$ cat config.mk
export PLATFORM = sky130hd
export DESIGN_NAME = display_scan_controller
export DESIGN_NICKNAME = d
export VERILOG_FILES = /design/src/rtl/display_scan_controller.sv
export SDC_FILE = /design/constraint.sdc
export NUM_CORES = 1
export LEC_CHECK = 0
export ABC_AREA = 1
export CAP_MARGIN = 20
export CORE_MARGIN = 2
export CORE_UTILIZATION = 51
export DETAILED_ROUTE_END_ITERATION = 8
export PLACE_DENSITY = 0.68
export SYNTH_ARGS = -nofsm -noshare
export SYNTH_HDL_FRONTEND = slang
export SYNTH_SLANG_ARGS = --single-unit
$ cat constraint.sdc
create_clock -name clock_50 -period 2.8 [get_ports clock_50]
set_input_delay 0.42 -clock clock_50 [delete_from_list [all_inputs] [get_ports clock_50]]
set_output_delay 0.42 -clock clock_50 [all_outputs]
set_load 0.005 [all_outputs]
$ cat src/rtl/display_scan_controller.sv
// Scans NUM_DIGITS active digits through one shared BCD-to-7-segment decoder, with shadow/active banks.
// Optional LEADING_ZERO_BLANK_EN: blank leading zero digits (position > 0) while scanning.
module display_scan_controller #(
  parameter int unsigned NUM_DIGITS = 4,
  parameter int unsigned SCAN_DIV = 50000,
  parameter logic [3:0] BLANK_CODE = 4'b1111,
  localparam int unsigned IDX_W = $clog2(NUM_DIGITS)
) (
  input  logic                  clock_50,
  input  logic                  rst,
  input  logic                  en,
  input  logic                  ld_valid,
  output logic                  ld_ready,
  input  logic [IDX_W-1:0]      ld_index,
  input  logic [3:0]            ld_data,
  output logic [3:0]            digit_code,
  output logic [NUM_DIGITS-1:0] digit_sel,
  output logic                  digit_err,
  output logic                  frame_done
);
  localparam int unsigned PRE_W = $clog2(SCAN_DIV);

  typedef enum logic [1:0] {IDLE, SCAN, COMMIT} state_t;

  state_t           state, state_nxt;
  logic [IDX_W-1:0] ptr, ptr_nxt;
  logic [PRE_W-1:0] presc, presc_nxt;
  logic [3:0]       shadow [NUM_DIGITS];
  logic [3:0]       active [NUM_DIGITS];
  logic             dirty;
  logic             ld_fire;
  logic             idx_ok;
  logic             slot_end;
  logic             last_slot;
  logic [3:0]       cur_code;
  logic             blank_lz;

  assign ld_fire   = ld_valid && ld_ready;
  assign idx_ok    = (32'(ld_index) < NUM_DIGITS);
  assign slot_end  = (presc == PRE_W'(SCAN_DIV - 1));
  assign last_slot = (ptr == IDX_W'(NUM_DIGITS - 1));

  // State register
  always_ff @(posedge clock_50 or posedge rst) begin
    if (rst) begin
      state <= IDLE;
      ptr   <= '0;
      presc <= '0;
    end else begin
      state <= state_nxt;
      ptr   <= ptr_nxt;
      presc <= presc_nxt;
    end
  end

  // Next-state, pointer and prescaler
  always_comb begin
    state_nxt = state;
    ptr_nxt   = ptr;
    presc_nxt = presc;
    case (state)
      IDLE: begin
        ptr_nxt   = '0;
        presc_nxt = '0;
        if (en) state_nxt = SCAN;
      end
      SCAN: begin
        if (!en) begin
          state_nxt = IDLE;
          ptr_nxt   = '0;
          presc_nxt = '0;
        end else if (slot_end) begin
          presc_nxt = '0;
          if (last_slot) begin
            state_nxt = COMMIT;
            ptr_nxt   = '0;
          end else begin
            ptr_nxt = ptr + IDX_W'(1);
          end
        end else begin
          presc_nxt = presc + PRE_W'(1);
        end
      end
      COMMIT: begin
        ptr_nxt   = '0;
        presc_nxt = '0;
        state_nxt = en ? SCAN : IDLE;
      end
      default: begin
        state_nxt = IDLE;
        ptr_nxt   = '0;
        presc_nxt = '0;
      end
    endcase
  end

  // Digit banks: IDLE loads go straight to active, SCAN loads wait in shadow until COMMIT
  always_ff @(posedge clock_50 or posedge rst) begin
    if (rst) begin
      for (int i = 0; i < int'(NUM_DIGITS); i++) begin
        shadow[i] <= '0;
        active[i] <= '0;
      end
      dirty <= 1'b0;
    end else begin
      if (ld_fire && idx_ok) begin
        shadow[ld_index] <= ld_data;
        if (state == IDLE) active[ld_index] <= ld_data;
        else dirty <= 1'b1;
      end
      if (state == COMMIT && dirty) begin
        for (int i = 0; i < int'(NUM_DIGITS); i++) active[i] <= shadow[i];
        dirty <= 1'b0;
      end
    end
  end

  // Moore output decode from registered state
  always_comb begin
    digit_sel  = '0;
    digit_code = BLANK_CODE;
    digit_err  = 1'b0;
    frame_done = 1'b0;
    ld_ready   = 1'b1;
    cur_code   = active[ptr];
    blank_lz   = 1'b0;
`ifdef LEADING_ZERO_BLANK_EN
    blank_lz = (ptr != '0);
    for (int p = 0; p < int'(NUM_DIGITS); p++) begin
      if (IDX_W'(p) >= ptr && active[p] != 4'd0) blank_lz = 1'b0;
    end
`endif
    case (state)
      SCAN: begin
        digit_sel = NUM_DIGITS'(1) << ptr;
        if (!blank_lz) begin
          digit_code = cur_code;
          digit_err  = (cur_code > 4'd9);
        end
      end
      COMMIT: begin
        frame_done = 1'b1;
        ld_ready   = 1'b0;
      end
      default: ;
    endcase
  end

endmodule

Figure 1. Wiring by layer (run 1).
Drawn at 4 px/um. Only two layers are drawn.
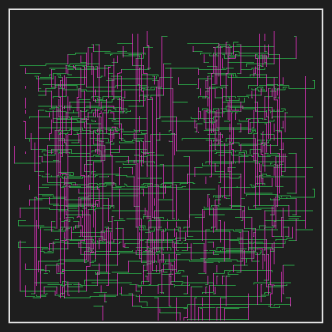
legend:
  metal 1:
    colour: green
    wire_length: 2770 um
  metal 2:
    colour: magenta
    wire_length: 2700 um
Total Routing Usage GR: 0.201
drt total wl: 5640 um
Vias: 2329
Avg WL per Cell: 12.2 um

Figure 2. Ports around the boundary (run 1).
Drawn at 6 px/um. Pins as bars across the die edge, other pins in grey.
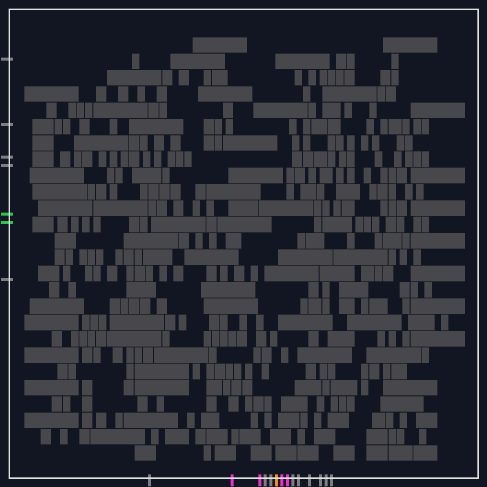
legend:
  `ld_valid`:
    colour: orange
    pins: 1
    direction: input
    edge: bottom
  `ld_index`:
    colour: green
    pins: 2
    direction: input
    edge: left
  `digit_code`:
    colour: magenta
    pins: 4
    direction: output
    edge: bottom
die width: 77.9 um
IO buf count: 20
Die Y: 77.9 um

==> results.yml, run 1 <==
# synthesis and place-and-route metrics
place:
  placed_cell_area_um2: 3060
  place_inst: 454
  place_congestion: 0.774
sta:
  worst_pin_slew_ps: 474
  fin_worst_skew_ps: 11.2
  fmax_ghz: 0.403
  final_hold_viol_count: 0
  setup_viol: 0
  fin_tns_setup_ps: 0
  rsz0062_at_grt: "false"
  max_slew_margin: 0.683
  hold-worst-slack_ps: 439
power:
  peakVddDrop_v: 0.000390
  powerDensity_nw_per_um2: 603
  leakage_nw: 1.47
cts:
  hold_buffers: 0
  cts.htree.levels: 2
  cts_resized: 0
  cts_setup_buffers: 0
  ctsRootBufferMaster: "clkbuf_8"
  path_clk_slew_ps: 100
  clk_latency_ps: 310
synth:
  avgSynthCellArea_um2: 7.59
  synthTopCellsByCount: "nand2_1, nor2_1, dfrtp_1"
  synthFlopType: "dfrtp_1"
  synth_top_area_share: 0.476
  seq_area_frac_synth: 0.476
  syn_inst: 367
  numSynthFlops: 53
  yosys_warnings: 0
  synthDistinctLibCells: 27
  yosys.area.top_type: "dfrtp_1"
  synthArstFlopShare: 1.00
  fp_nets: 382
cells_and_area:
  final_area_um2: 3160
  final_cells: 462
  syn_to_final_growth_pct: 13.3
  n_antenna_cell: 0
  final_layout_size_suffix_gt1_frac: 0.0612
detailed_routing:
  drtIter0Drc: 99
  drc_errors: 0
  antenna_left: 0
  drtPass1Iterations: 4
worst_setup_path:
  critical_path.endpoint_type: "output pin"
  reg2reg_depth: 4
  rrSetupSlack_ps: 1140
  startpoint_type: "flop"
  crit_fanout: 12
  cp.required_ps: 2380
  cp.arrival_ps: 2060
  regToRegEndpoint: "ptr[1]"
  r2r_start: "ptr[0]"
global_route:
  gr-total-overflow: 0
  first_global_vias: 2176
  antenna_found_initial: 0
run:
  warning_count: 29
  maxCapViolCount: 0
floorplan:
  core_area_um2: 5200
  chipArea_um2: 6070
outcome:
  outcome: "complete, no violations"
min_path:
  hp-class: "input pin to asynchronous set/reset pin"
Figure 3. Metal 2 (run 1).
Drawn at 4 px/um.
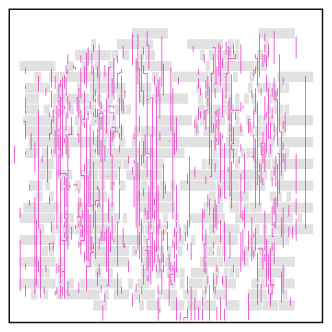
share of all routed wire: 48%
wire length on this layer: 2700 um
main direction: vertical
nets with wire on the layer: 308
met2 usage: 0.348

[run 1: state kept, by name, summed over array words and instances, names as in the netlist]
signal and count:
ptr 2, shadow 16, presc 16, dirty 1, active 16, state 2
[run 1: cell type report]
type / count / area (um2)
clock buffers: 6 / 82.6
clock inverters: 2 / 16.3
fillers: 508 / 2050
inverters: 42 / 158
multi-input cells: 267 / 1270
flip-flops and latches: 53 / 1330
well taps: 70 / 87.6
repair buffers: 22 / 215
[run 1: layer usage]
layer	routed length, um	track usage	vias up
met5	0	0	-
met2	2700	0.348	27
met4	35	0.0421	0
li1	-	-	1219
met1	2770	0.264	1078
met3	135	0.0349	5
[run 1: through the flow]
| step | setup slack (ps) | util | power (mW) |
|---|---|---|---|
| final | 318 | 0.606 | 1.90 |
| after global routing | 163 | 0.606 | 2.03 |
| after floorplan | 1090 | - | 1.28 |
| after global placement | 734 | 0.588 | 1.45 |
| after CTS | 339 | 0.606 | 1.92 |
| after detailed placement | 676 | 0.588 | 1.46 |
[run 1: logic make-up (layout without fill, tap and decap cells)]
logic type | Yosys count | count (layout) | share of synthesized area
AOI/OAI and AO/OA | 73 | 73 | 0.140
and+or+nand+nor | 186 | 186 | 0.284
adders and majority gates | 5 | 5 | 0.0225
xor gates and xnor gates | 3 | 3 | 0.00943
DFF | 53 | 53 | 0.476
buffers and inverters | 47 | 72 | 0.0678
[run 1: cell usage in the layout (no fill, tap or decap)]
cell type	count
nand2_1	97
nor2_1	58
dfrtp_1	53
inv_1	39
o21ai_0	32
a21oi_1	21
clkdlybuf4s50_1	20
nand3_1	15
o21ai_1	14
clkbuf_8	6
ha_1	5
nor2_2	3
nand4_1	3
o21bai_1	3
nor2_4	2
nand2_4	2
nand2_2	2
nor3_1	2
inv_2	2
xor2_1	2
buf_4	2
nor3_2	1
nor2_8	1
clkinv_1	1
a21oi_4	1
xnor2_1	1
o221ai_1	1
o211ai_1	1
clkinvlp_4	1
inv_6	1
[run 1: worst max path at each step]
| stage | startpoint | to | slack (ps) |
|---|---|---|---|
| 2_1_floorplan | rst | active[0] | 1090 |
| 3_3_place_gp | ptr[0] | digit_code[0] | 730 |
| 3_5_place_dp | ptr[0] | digit_code[0] | 680 |
| 4_1_cts | ptr[0] | digit_code[0] | 340 |
| 5_1_grt | ptr[0] | digit_code[0] | 160 |
| 6_report | ptr[0] | digit_code[0] | 320 |
[run 1: critical path: stages (launching register included)]
cell	delay (ps)
dfrtp_1	580
clkinv_1	350
o21ai_0	240
o221ai_1	120
clkdlybuf4s50_1	460
[run 1: power by group]
part | internal [mW] | switching [mW]
clock | 0.204 | 0.258
sequential | 0.904 | 0.108
combinational | 0.202 | 0.225
Figure 4. Placed standard cells (run 1).
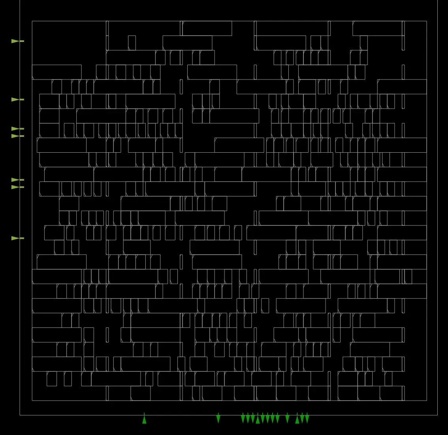

==> inputs of run 2 (changes only) <==
--- a/config.mk
+++ b/config.mk
@@ -7,10 +7,13 @@
 export LEC_CHECK = 0
 export ABC_AREA = 1
 export CAP_MARGIN = 20
+export CELL_PAD_IN_SITES_DETAIL_PLACEMENT = 0
+export CELL_PAD_IN_SITES_GLOBAL_PLACEMENT = 2
 export CORE_MARGIN = 2
-export CORE_UTILIZATION = 51
+export CORE_UTILIZATION = 37
+export CTS_CLUSTER_DIAMETER = 80
 export DETAILED_ROUTE_END_ITERATION = 8
-export PLACE_DENSITY = 0.68
+export PLACE_DENSITY = 0.82
 export SYNTH_ARGS = -nofsm -noshare
 export SYNTH_HDL_FRONTEND = slang
 export SYNTH_SLANG_ARGS = --single-unit
Figure 5. Placed standard cells (run 2).
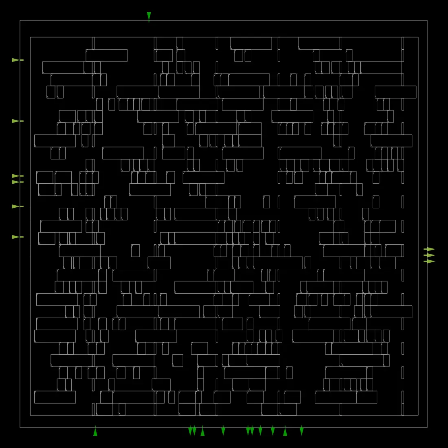
final std cells w/o fill: 490
sequential share of cell area: 0.414

==> run 2 against run 1 <==
Compared with the run above:
- die size rose by 36%
- via count is 1.5% lower
- area after synthesis unchanged
- critical path depth unchanged
- final cell count grew 6.1%
- worst setup slack worse by 51 ps
- first-iteration DRC count grew 14%
- routed wire length grew 14%
- sequential power is essentially flat
- highest routed layer unchanged
==> results.yml, run 2 <==
# synthesis and place-and-route metrics
sta:
  max_slew_margin: 0.543
  timing.final.crit_share: 0.905
  setup_viol: 0
  fmax_ghz: 0.395
  worst_pin_slew_ps: 685
  fin_crit_ps: 2530
  rsz0062_at_grt: "false"
  fin_worst_skew_ps: 8.08
  final_hold_viol_count: 0
  drv_slew: 0
  fin_tns_setup_ps: 0
run:
  maxCapViolCount: 0
  warning_count: 29
cells_and_area:
  final_layout_size_suffix_gt1_frac: 0.0588
  final_common_cell: "nand2_1"
  top_regs: "active x16, presc x16, shadow x16"
  syn_to_final_growth_pct: 15.1
  final_cell_mix: "nand2_1, nor2_1, dfrtp_1"
  final_area_um2: 3210
  nNetsFinal: 405
  fillerInstances: 819
  n_antenna_cell: 0
worst_setup_path:
  cp.arrival_ps: 2110
  crit_fanout: 12
  path_class: "flop to output pin"
  path_cells: "clkinv_1, o21ai_0, o221ai_1, clkdlybuf4s50_1"
  critPathSlowestCell: "dfrtp_1"
  startpoint_type: "flop"
  cp_top_family: "buffers and inverters"
  critical_path.endpoint_type: "output pin"
  slowest_delay_ps: 570
  cp.buffers_inverters: 2
  cp.required_ps: 2380
cts:
  hold_buffers: 0
  cts_buffer_depth: 2
  clk_latency_ps: 310
  cts_resized: 0
  cts.htree.levels: 2
  cts_inserted_buffers: 5
  cts_tree: "yes"
  ctsRootBufferMaster: "clkbuf_8"
  path_clk_slew_ps: 100
  cts_setup_buffers: 0
  clock_sinks: 53
place:
  place_inst: 482
  io_buffer_count: 20
  placed_cell_area_um2: 3090
  dpl.hpwl_um: 4750
  place_congestion: 0.755
global_route:
  grt_max_degree: 54
  grt_first_pass_wirelength_um: 11000
  antenna_found_initial: 0
  gr-total-overflow: 0
  grtUsageTotal: 0.166
  first_global_vias: 2258
floorplan:
  die_w_um: 90.8
  chipArea_um2: 8240
  core_area_um2: 7290
  fp_util: 0.382
  rows: 31
  io_pins: 21
  dieHeight_um: 90.8
power:
  leakage_nw: 1.47
  total_power_mw: 2.00
  powerDensity_nw_per_um2: 624
  peakVddDrop_v: 0.000198
synth:
  edf_count: 0
  syn_inst: 367
  yosys_warnings: 0
  synth_area_um2: 2790
  synthFlopType: "dfrtp_1"
  synthTopCellsByCount: "nand2_1, nor2_1, dfrtp_1"
  synthArstFlopShare: 1.00
  seq_area_frac_synth: 0.476
  fp_nets: 382
  area_leaders: "dfrtp_1, nand2_1, nor2_1"
  synthDistinctLibCells: 27
  avgSynthCellArea_um2: 7.59
  yosysMostFrequentCell: "nand2_1"
  numSynthFlops: 53
  synth_top_area_share: 0.476
  ys_cells: 367
  synth_chip_area_um2: 2790
  yosys.area.top_type: "dfrtp_1"
detailed_routing:
  drtIter0Drc: 113
  drtPass1Iterations: 4
  wl_per_cell_um: 13.1
  drc_errors: 0
  viasPerCell: 4.68
  wirelength_um: 6440
  antenna_left: 0
  num_vias: 2295
outcome:
  outcome: "complete, no violations"
min_path:
  hp-class: "flop to flop"
run 2: cell count changes in the layout (fill, tap and decap cells not counted):
| cell | delta |
|---|---|
| buf_4 | -1 |
| inv_6 | -1 |
| bufinv_16 | +1 |
run 2: final timing paths:
path | startpoint | end | slack, ps | depth (start not counted)
hold reg to reg | presc[0] | presc[0] | 470 | 1
hold / removal | presc[0] | presc[0] | 470 | 1
setup reg to reg | ptr[0] | ptr[1] | 1180 | 4
setup / recovery | ptr[0] | digit_code[0] | 270 | 4
min in group asynchronous | rst | state[0] | 620 | 3
max in group asynchronous | rst | active[12] | 1730 | 3
run 2: layer usage:
metal / global-route usage / vias up / wire (um) / part of all wire
met5: 0 / - / 0 / 0
met4: 0.0455 / 0 / 102 / 0.016
met3: 0.0301 / 9 / 139 / 0.022
met2: 0.295 / 23 / 3130 / 0.49
met1: 0.207 / 1048 / 3060 / 0.48
li1: - / 1215 / - / -
run 2: worst register-to-register path: cells and delay by family, from the launching register on:
family                     cells  cell delay, ps
buffers and inverters          1             370
adders and majority gates      1             390
and+or+nand+nor                1              50
AOI/OAI and AO/OA              1             150
DFF                            1             570
run 2: report_power, final:
group | internal [mW] | switching [mW] | total (mW)
registers | 0.905 | 0.106 | 1.01
clock network | 0.291 | 0.260 | 0.551
logic | 0.201 | 0.237 | 0.438
total | 1.40 | 0.603 | 2.00
run 2: logic make-up (layout without fill, tap and decap cells):
group / after synthesis / in the layout / synth area share
adders and majority gates: 5 / 5 / 0.0225
AOI/OAI and AO/OA: 73 / 73 / 0.140
buffers and inverters: 47 / 71 / 0.0678
and+or+nand+nor: 186 / 186 / 0.284
xor gates and xnor gates: 3 / 3 / 0.00943
DFF: 53 / 53 / 0.476
run 2: cell type report:
cell class | count | area [um2] | share of cell area
Clock buffer | 6 | 82.6 | 0.0258
Clock inverter | 2 | 37.5 | 0.0117
Inverter | 42 | 158 | 0.0492
Multi-Input combinational cell | 267 | 1270 | 0.396
Sequential cell | 53 | 1330 | 0.414
Tap cell | 99 | 124 | 0.0386
Timing Repair Buffer | 21 | 208 | 0.0648
run 2: through the flow:
| stage | setup WS [ps] | hold WS, ps | utilization |
|---|---|---|---|
| floorplan | 1090 | 429 | - |
| global placement | 697 | 452 | 0.423 |
| detailed placement | 628 | 457 | 0.423 |
| CTS | 267 | 471 | 0.440 |
| global route | 89.0 | 503 | 0.440 |
| finish | 267 | 467 | 0.440 |
Power figures rest on the tool's default switching activity, not on a simulated workload.
